[config.mk]
export PLATFORM = sky130hd
export DESIGN_NAME = voice_scheduler_flat
export DESIGN_NICKNAME = d
export VERILOG_FILES = /design/src/rtl/voice_scheduler_pkg.sv /design/src/rtl/voice_scheduler_if.sv /design/src/rtl/voice_scheduler_select.sv /design/src/rtl/voice_scheduler.sv /design/src/flat_wrapper.sv
export SDC_FILE = /design/constraint.sdc
export NUM_CORES = 1
export LEC_CHECK = 0
export CORE_MARGIN = 2
export CORE_UTILIZATION = 50
export CTS_CLUSTER_SIZE = 24
export DETAILED_ROUTE_END_ITERATION = 16
export PLACE_DENSITY = 0.84
export SLEW_MARGIN = 0
export SYNTH_ARGS = -nofsm -noshare
export SYNTH_HDL_FRONTEND = slang
export SYNTH_SLANG_ARGS = --single-unit
[constraint.sdc]
create_clock -name clk_i -period 6.65 [get_ports clk_i]
set_clock_uncertainty 0.2 [all_clocks]
set_input_delay 1.33 -clock clk_i [delete_from_list [all_inputs] [get_ports clk_i]]
set_output_delay 1.33 -clock clk_i [all_outputs]
set_load 0.1 [all_outputs]
[src/rtl/voice_scheduler_pkg.sv]
// Shared definitions for the voice scheduler: default widths, the scheduler
// state encoding and a helper that locates a voice's slot in packed buses.
package voice_sched_pkg;

    localparam int unsigned NumVoicesDefault = 3;
    localparam int unsigned NoteWDefault     = 6;
    localparam int unsigned DurWDefault      = 6;

    typedef enum logic [0:0] {
        StRun,
        StWaitAdv
    } sched_state_e;

    // LSB position of voice idx inside a bus packed as idx*width.
    function automatic int unsigned slice_lsb(input int unsigned idx,
                                              input int unsigned width);
        return idx * width;
    endfunction

endpackage

[src/rtl/voice_scheduler_if.sv]
// Event stream from the song reader into the voice scheduler.
//   master: producer, drives valid and the event fields, observes ready
//   slave : scheduler, observes the event, drives ready
// An event transfers on any clock edge where evt_valid & evt_ready.
interface voice_scheduler_if
    import voice_sched_pkg::*;
#(
    parameter int unsigned NoteW = NoteWDefault,
    parameter int unsigned DurW  = DurWDefault
);
    logic             evt_valid;
    logic             evt_ready;
    logic             evt_is_advance;
    logic [NoteW-1:0] evt_note;
    logic [DurW-1:0]  evt_duration;

    modport master (
        output evt_valid,
        output evt_is_advance,
        output evt_note,
        output evt_duration,
        input  evt_ready
    );

    modport slave (
        input  evt_valid,
        input  evt_is_advance,
        input  evt_note,
        input  evt_duration,
        output evt_ready
    );
endinterface

[src/rtl/voice_scheduler_select.sv]
// Lowest-index-idle priority encoder.
//   busy_i     : per-voice busy mask
//   sel_o      : index of the lowest voice with busy_i == 0 (0 when none free)
//   any_free_o : at least one voice is idle
module voice_select #(
    parameter int unsigned NumVoices = 3,
    localparam int unsigned SelW     = (NumVoices > 1) ? $clog2(NumVoices) : 1
) (
    input  logic [NumVoices-1:0] busy_i,
    output logic [SelW-1:0]      sel_o,
    output logic                 any_free_o
);

    always_comb begin
        sel_o      = '0;
        any_free_o = 1'b0;
        for (int unsigned i = 0; i < NumVoices; i++) begin
            if (!busy_i[i] && !any_free_o) begin
                sel_o      = SelW'(i);
                any_free_o = 1'b1;
            end
        end
    end

endmodule

[src/rtl/voice_scheduler.sv]
// Voice scheduler: consumes note/advance events and hands each note to the
// lowest-index idle note player; advance events hold the stream for a number
// of beats.
//   clk_i, rst_ni     : clock, asynchronous active-low reset
//   enable_i          : 0 pauses scheduling and beat counting
//   flush_i           : synchronous clear of scheduler state
//   beat_i            : one-cycle beat strobe
//   evt               : event stream (slave side)
//   voice_done_i      : per-voice done pulse from note players
//   voice_load_o      : one-cycle load strobe per voice
//   voice_note_o      : per-voice note, voice i at [i*NoteW +: NoteW]
//   voice_duration_o  : per-voice duration, same packing
//   voice_busy_o      : registered busy mask
//   all_busy_o        : every voice busy
//   advancing_o       : counting down an advance
//   adv_remaining_o   : beats left in the current advance
module voice_scheduler
    import voice_sched_pkg::*;
#(
    parameter int unsigned NumVoices = NumVoicesDefault,
    parameter int unsigned NoteW     = NoteWDefault,
    parameter int unsigned DurW      = DurWDefault
) (
    input  logic                       clk_i,
    input  logic                       rst_ni,
    input  logic                       enable_i,
    input  logic                       flush_i,
    input  logic                       beat_i,
    voice_scheduler_if.slave           evt,
    input  logic [NumVoices-1:0]       voice_done_i,
    output logic [NumVoices-1:0]       voice_load_o,
    output logic [NumVoices*NoteW-1:0] voice_note_o,
    output logic [NumVoices*DurW-1:0]  voice_duration_o,
    output logic [NumVoices-1:0]       voice_busy_o,
    output logic                       all_busy_o,
    output logic                       advancing_o,
    output logic [DurW-1:0]            adv_remaining_o
);

    localparam int unsigned SelW = (NumVoices > 1) ? $clog2(NumVoices) : 1;

    sched_state_e               state_q;
    logic [NumVoices-1:0]       busy_q;
    logic [NumVoices-1:0]       load_q;
    logic [NumVoices*NoteW-1:0] note_q;
    logic [NumVoices*DurW-1:0]  dur_q;
    logic [DurW-1:0]            adv_q;

    logic [SelW-1:0] sel;
    logic            any_free;
    logic            handshake;
    logic            dur_nonzero;

    voice_select #(
        .NumVoices (NumVoices)
    ) u_select (
        .busy_i     (busy_q),
        .sel_o      (sel),
        .any_free_o (any_free)
    );

    // Advances never need a voice, so only notes stall on a full house.
    assign evt.evt_ready = enable_i & ~flush_i & (state_q == StRun)
                         & (evt.evt_is_advance | any_free);
    assign handshake     = evt.evt_valid & evt.evt_ready;
    assign dur_nonzero   = (evt.evt_duration != '0);

    always_ff @(posedge clk_i or negedge rst_ni) begin
        if (!rst_ni) begin
            state_q <= StRun;
            busy_q  <= '0;
            load_q  <= '0;
            note_q  <= '0;
            dur_q   <= '0;
            adv_q   <= '0;
        end else begin
            load_q <= '0;
            if (flush_i) begin
                state_q <= StRun;
                busy_q  <= '0;
                adv_q   <= '0;
            end else begin
                // Done is honoured even while paused so players can finish.
                busy_q <= busy_q & ~voice_done_i;
                unique case (state_q)
                    StRun: begin
                        if (handshake && dur_nonzero) begin
                            if (evt.evt_is_advance) begin
                                adv_q   <= evt.evt_duration;
                                state_q <= StWaitAdv;
                            end else begin
                                // Done never targets the freshly selected voice,
                                // so this bit override cannot lose a clear.
                                busy_q[sel] <= 1'b1;
                                load_q[sel] <= 1'b1;
                                note_q[slice_lsb(32'(sel), NoteW) +: NoteW] <= evt.evt_note;
                                dur_q[slice_lsb(32'(sel), DurW) +: DurW]    <= evt.evt_duration;
                            end
                        end
                    end
                    StWaitAdv: begin
                        // adv_q is at least 1 here, so the decrement cannot wrap.
                        if (enable_i && beat_i) begin
                            adv_q <= adv_q - DurW'(1);
                            if (adv_q == DurW'(1)) begin
                                state_q <= StRun;
                            end
                        end
                    end
                    default: state_q <= StRun;
                endcase
            end
        end
    end

    assign voice_load_o     = load_q;
    assign voice_note_o     = note_q;
    assign voice_duration_o = dur_q;
    assign voice_busy_o     = busy_q;
    assign all_busy_o       = ~any_free;
    assign advancing_o      = (state_q == StWaitAdv);
    assign adv_remaining_o  = adv_q;

endmodule

[src/flat_wrapper.sv]
// flat-port wrapper written by rule: the top's interface ports become plain ports
module voice_scheduler_flat import voice_sched_pkg::*;
#(
    parameter int unsigned NumVoices = NumVoicesDefault,
    parameter int unsigned NoteW     = NoteWDefault,
    parameter int unsigned DurW      = DurWDefault
)
  (clk_i, rst_ni, enable_i, flush_i, beat_i, voice_done_i, voice_load_o, voice_note_o, voice_duration_o, voice_busy_o, all_busy_o, advancing_o, adv_remaining_o, evt_evt_valid, evt_evt_is_advance, evt_evt_note, evt_evt_duration, evt_evt_ready);
  voice_scheduler_if #(.NoteW(NoteW), .DurW(DurW)) evt_i ();
  input  logic clk_i;
  input  logic rst_ni;
  input  logic enable_i;
  input  logic flush_i;
  input  logic beat_i;
  input  logic [NumVoices-1:0] voice_done_i;
  output logic [NumVoices-1:0] voice_load_o;
  output logic [NumVoices*NoteW-1:0] voice_note_o;
  output logic [NumVoices*DurW-1:0] voice_duration_o;
  output logic [NumVoices-1:0] voice_busy_o;
  output logic all_busy_o;
  output logic advancing_o;
  output logic [DurW-1:0] adv_remaining_o;
  input wire logic [$bits(evt_i.evt_valid)-1:0] evt_evt_valid;
  input wire logic [$bits(evt_i.evt_is_advance)-1:0] evt_evt_is_advance;
  input wire logic [$bits(evt_i.evt_note)-1:0] evt_evt_note;
  input wire logic [$bits(evt_i.evt_duration)-1:0] evt_evt_duration;
  output wire logic [$bits(evt_i.evt_ready)-1:0] evt_evt_ready;
  assign evt_i.evt_valid = evt_evt_valid;
  assign evt_i.evt_is_advance = evt_evt_is_advance;
  assign evt_i.evt_note = evt_evt_note;
  assign evt_i.evt_duration = evt_evt_duration;
  assign evt_evt_ready = evt_i.evt_ready;
  voice_scheduler #(.NumVoices(NumVoices), .NoteW(NoteW), .DurW(DurW)) u_core (.clk_i(clk_i), .rst_ni(rst_ni), .enable_i(enable_i), .flush_i(flush_i), .beat_i(beat_i), .evt(evt_i), .voice_done_i(voice_done_i), .voice_load_o(voice_load_o), .voice_note_o(voice_note_o), .voice_duration_o(voice_duration_o), .voice_busy_o(voice_busy_o), .all_busy_o(all_busy_o), .advancing_o(advancing_o), .adv_remaining_o(adv_remaining_o));
endmodule
==> flow_metrics.env, run 1 <==
# flow metrics
export IMPL_status="complete, no violations"
export IMPL_antenna_found_initial=0
export IMPL_areaGrowthSynthToFinish_pct=31.7
export IMPL_cts_tree="done"
export IMPL_rows=25
export IMPL_fillers=371
export IMPL_fin_util=0.695
export IMPL_max_cap_violations=0
export IMPL_layout_top_cells="clkdlybuf4s50_1 (71), dfrtp_1 (49), nand2_1 (35)"
export IMPL_mux_area_frac=0.165
export IMPL_vias=2039
export IMPL_drt_pass1_iterations=4
export IMPL_yosys_warnings=0
export IMPL_total_power_mw=0.981
export IMPL_power_frac_comb=0.460
export IMPL_io_pins=73
export IMPL_p_int_mw=0.512
export IMPL_cp_max_fo=14
export IMPL_fin_ws_ns=1.48
export IMPL_cp_top_family="buffers and inverters"
export IMPL_p_clk_mw=0.169
export IMPL_topCellsByArea="dfrtp_1 (49%), mux2i_1 (12%), nand2_1 (5.2%), inv_1 (4.6%), mux2_2 (4.0%)"
export IMPL_adder_share=0.0248
export IMPL_synthCells=245
export IMPL_ir_drop_mv=0.205
export IMPL_slew_headroom=0.232
export IMPL_cp_end_kind="output pin"
export IMPL_fin_tns_setup_ns=0
export IMPL_path_buffers=2
export IMPL_grt_pass1_wl_mm=9.65
export IMPL_clock_sinks=49
export IMPL_dp_hpwl_mm=4.31
export IMPL_path_common_cell="clkdlybuf4s50_1"
export IMPL_layout_top_cell="clkdlybuf4s50_1"
export IMPL_p_clk_frac=0.172
export IMPL_cp_cell_sequence="clkdlybuf4s50_1 -> nor2_1 -> nand2_1 -> a21oi_1 -> clkdlybuf4s50_1"
export IMPL_numSynthFlops=49
export IMPL_p_leak_nw=1.50
export IMPL_hold_buffers=0
export IMPL_dp_worst_setup_slack_ns=1.49
export IMPL_path_depth=5
export IMPL_comb_power_mw=0.452
export IMPL_overflow=0
export IMPL_reg2reg_to="u_core.voice_note_o[2]"
export IMPL_synth_edff_count=0
export IMPL_final_antenna_net_count=0
export IMPL_instances_no_fill=381
export IMPL_p_switching_mw=0.469
export IMPL_drc=0
export IMPL_nets=341
export IMPL_logic_area_sq_um=1100
export IMPL_wirelength_mm=6.00
[run 1: cell type report]
| type | instances | area share |
|---|---|---|
| Clock inverter | 1 | 0.00263 |
| Clock buffer | 6 | 0.0218 |
| Timing Repair Buffer | 72 | 0.215 |
| Multi-Input combinational cell | 155 | 0.331 |
| Tap cell | 67 | 0.0252 |
| Inverter | 31 | 0.0350 |
| Sequential cell | 49 | 0.369 |
[run 1: metal layers]
metal	wire length (um)	vias to the layer above	part of all wire	track usage
li1	-	961	-	-
met1	2640	992	0.44	0.302
met2	2860	77	0.48	0.371
met3	423	9	0.071	0.0562
met4	70	0	0.012	0.0635
met5	0	-	0	0
Run 1, pin map:
Pins as bars across the die edge, other pins in gray.
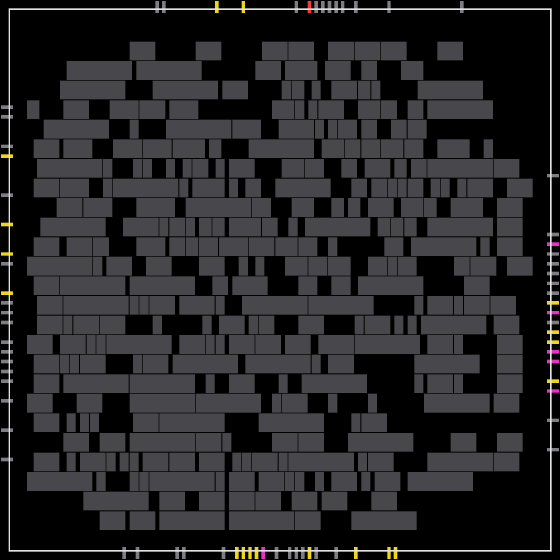
color	port	pins	direction	edge
red	evt_evt_is_advance	1	input	top
yellow	voice_duration_o	18	output	8 bottom, 4 left, 4 right, 2 top
magenta	evt_evt_duration	6	input	5 right, 1 bottom
all pins by edge	20 left, 20 bottom, 19 right, 14 top

Run 1, selected gate families:
Scale bar: 20 um.
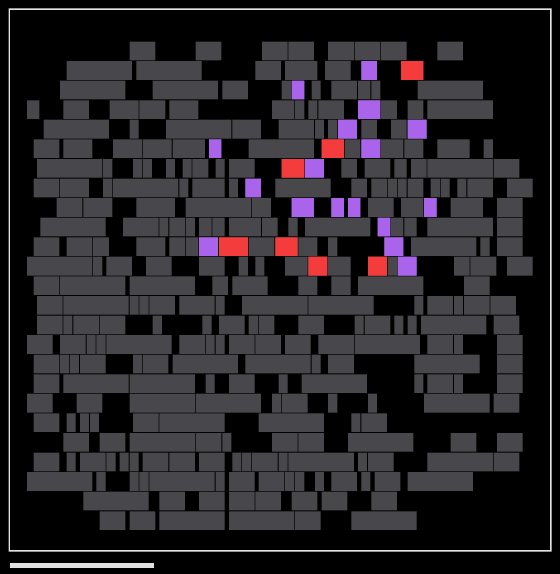
color	family	cells
red	non-inverting ao/oa cells	7
purple	aoi and oai cells	17

Run 1, register map, names as in the netlist:
Scale bar: 20 um. Other sequential cells in the stronger gray, the rest of the logic in the fainter gray.
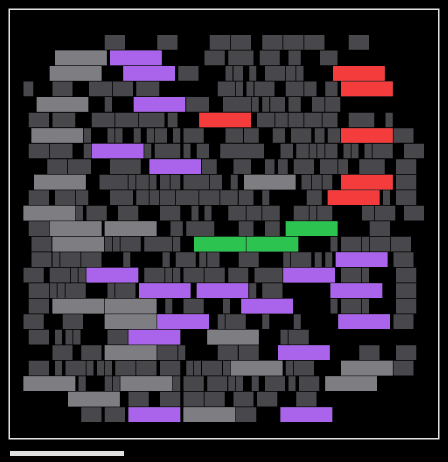
color	netlist name	sequential cells
purple	u_core.voice_duration_o	18
red	u_core.adv_remaining_o	6
green	u_core.voice_busy_o	3

==> inputs of run 2 (changes only) <==
--- a/config.mk
+++ b/config.mk
@@ -6,10 +6,10 @@
 export NUM_CORES = 1
 export LEC_CHECK = 0
 export CORE_MARGIN = 2
-export CORE_UTILIZATION = 50
+export CORE_UTILIZATION = 47
 export CTS_CLUSTER_SIZE = 24
 export DETAILED_ROUTE_END_ITERATION = 16
-export PLACE_DENSITY = 0.84
+export PLACE_DENSITY = 0.79
 export SLEW_MARGIN = 0
 export SYNTH_ARGS = -nofsm -noshare
 export SYNTH_HDL_FRONTEND = slang
==> constraint.sdc (replaced) <==
create_clock -name clk_i -period 5.35 [get_ports clk_i]
set_clock_uncertainty 0.2 [all_clocks]
set_input_delay 1.07 -clock clk_i [delete_from_list [all_inputs] [get_ports clk_i]]
set_output_delay 1.07 -clock clk_i [all_outputs]
set_load 0.1 [all_outputs]
Run 2, selected gate families:
Scale bar: 20 um.
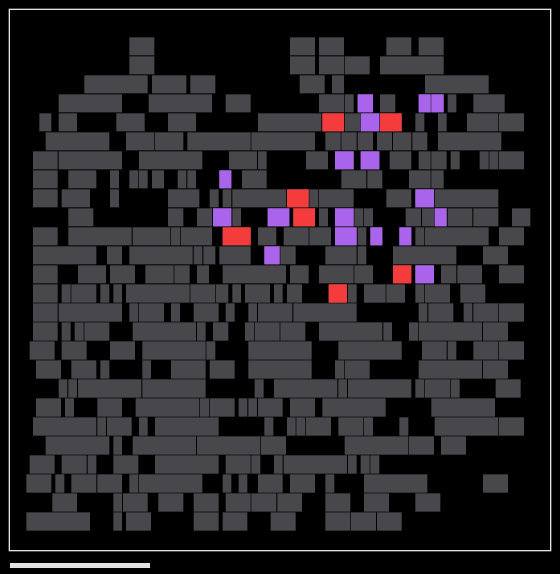
color	family	cells
red	non-inverting ao/oa cells	7
purple	aoi and oai cells	17

Run 2, signal wires by layer:
Only two layers are drawn.
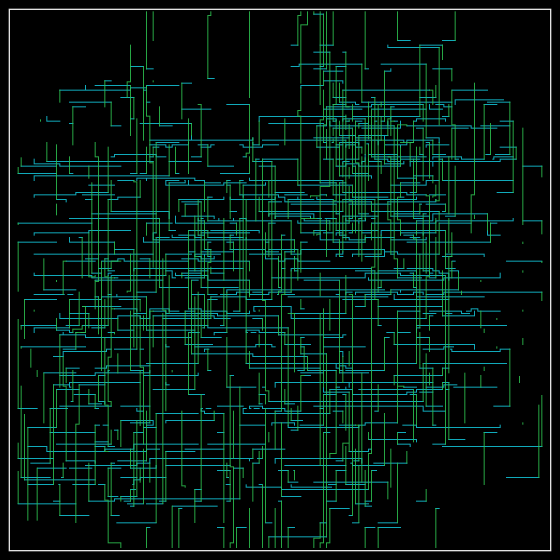
color	layer	wire length
cyan	M1	2830 um
green	M2	2850 um

==> flow_metrics.env, run 2 <==
# flow metrics
export IMPL_total_power_mw=1.23
export IMPL_hold_buffers=0
export IMPL_routed_wl_met2_mm=2.85
export IMPL_drc=0
export IMPL_drt_pass1_iterations=4
export IMPL_overflow=0
export IMPL_common_cells="dfrtp_1 (49), nand2_1 (35), inv_1 (31)"
export IMPL_adder_share=0.0248
export IMPL_clock_sinks=49
export IMPL_grt_pass1_wl_mm=9.95
export IMPL_io_pins=73
export IMPL_highest_layer="met4"
export IMPL_whs_path_depth=1
export IMPL_fin_ws_ns=1.47
export IMPL_path_depth=5
export IMPL_cts_tree="done"
export IMPL_cp_max_fo=14
export IMPL_status="complete, no violations"
export IMPL_instances_no_fill=386
export IMPL_grt_use_met3=0.0565
export IMPL_met3_length_um=350
export IMPL_grt_met2_usage=0.333
export IMPL_antenna_found_initial=0
export IMPL_fin_util=0.649
export IMPL_layout_top_cells="clkdlybuf4s50_1 (70), dfrtp_1 (49), nand2_1 (35)"
export IMPL_wl_per_cell_um=15.8
export IMPL_yosys_cell_types_count=45
export IMPL_topCellsByArea="dfrtp_1 (49%), mux2i_1 (12%), nand2_1 (5.2%), inv_1 (4.6%), mux2_2 (4.0%)"
export IMPL_dp_hpwl_mm=4.35
export IMPL_grt_util_met1=0.289
export IMPL_cp_end_kind="output pin"
export IMPL_max_cap_violations=0
export IMPL_reg2reg_to="u_core.voice_duration_o[9]"
export IMPL_numSynthFlops=49
export IMPL_cp_top_family="buffers and inverters"
export IMPL_path_buffers=2
export IMPL_top_usage_layer="met2"
export IMPL_fin_tns_setup_ns=0
export IMPL_clk_latency_ns=0.30
export IMPL_rows=26
export IMPL_final_antenna_net_count=0
export IMPL_ir_drop_mv=0.240
export IMPL_cp_cell_sequence="clkdlybuf4s50_1 -> nor2_1 -> nand2_1 -> a21oi_1 -> buf_4"
export IMPL_clockBufferDepth=2
export IMPL_slew_headroom=0.312
export IMPL_nets=342
export IMPL_areaGrowthSynthToFinish_pct=32.3
export IMPL_post_route_period_util=0.725
export IMPL_yosys_warnings=0
export IMPL_m1WireLength_mm=2.83
export IMPL_synth_edff_count=0
export IMPL_layout_top_cell="clkdlybuf4s50_1"
export IMPL_vias=2041
export IMPL_dp_worst_setup_slack_ns=1.50
export IMPL_p_leak_nw=1.51
export IMPL_cts_resized=0
export IMPL_yosys_most_used_dff="dfrtp_1"
export IMPL_path_clk_slew_ns=0.09
Run 2, register map, names as in the netlist:
Scale bar: 20 um. Other sequential cells in the stronger gray, the rest of the logic in the fainter gray.
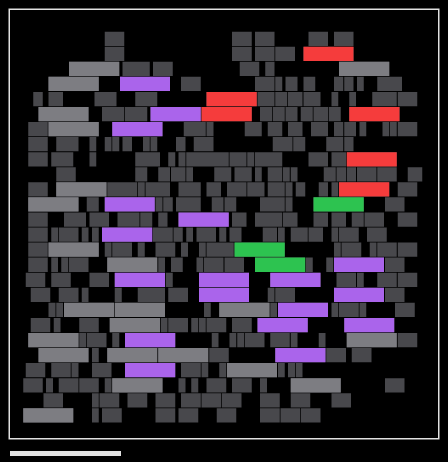
color	netlist name	sequential cells
red	u_core.adv_remaining_o	6
green	u_core.voice_busy_o	3
purple	u_core.voice_duration_o	18
not colored	22

run 2: where the power goes:
group / internal (mW) / switching, mW / leakage, nW
Clock: 0.0934 / 0.128 / 0.0456
Sequential: 0.416 / 0.0313 / 0.573
Combinational: 0.129 / 0.435 / 0.893
Total: 0.639 / 0.594 / 1.51
run 2: area by class of cell:
cell class,instances,area (sq um)
Fill cell,463,1800
Multi-Input combinational cell,155,1100
Inverter,31,116
Sequential cell,49,1230
Tap cell,70,87.6
Clock buffer,6,72.6
Timing Repair Buffer,73,721
Clock inverter,2,13.8
run 2: worst reg2reg max path, stage by stage, from the launching register on:
cell and delay, ns:
dfrtp_1 0.41, and3b_1 0.51, inv_1 0.17, ha_1 0.30, nor3_1 0.82, nand2_1 0.13
mux2i_1 0.17
No activity file was given, so power comes from the tool's default toggle rates.
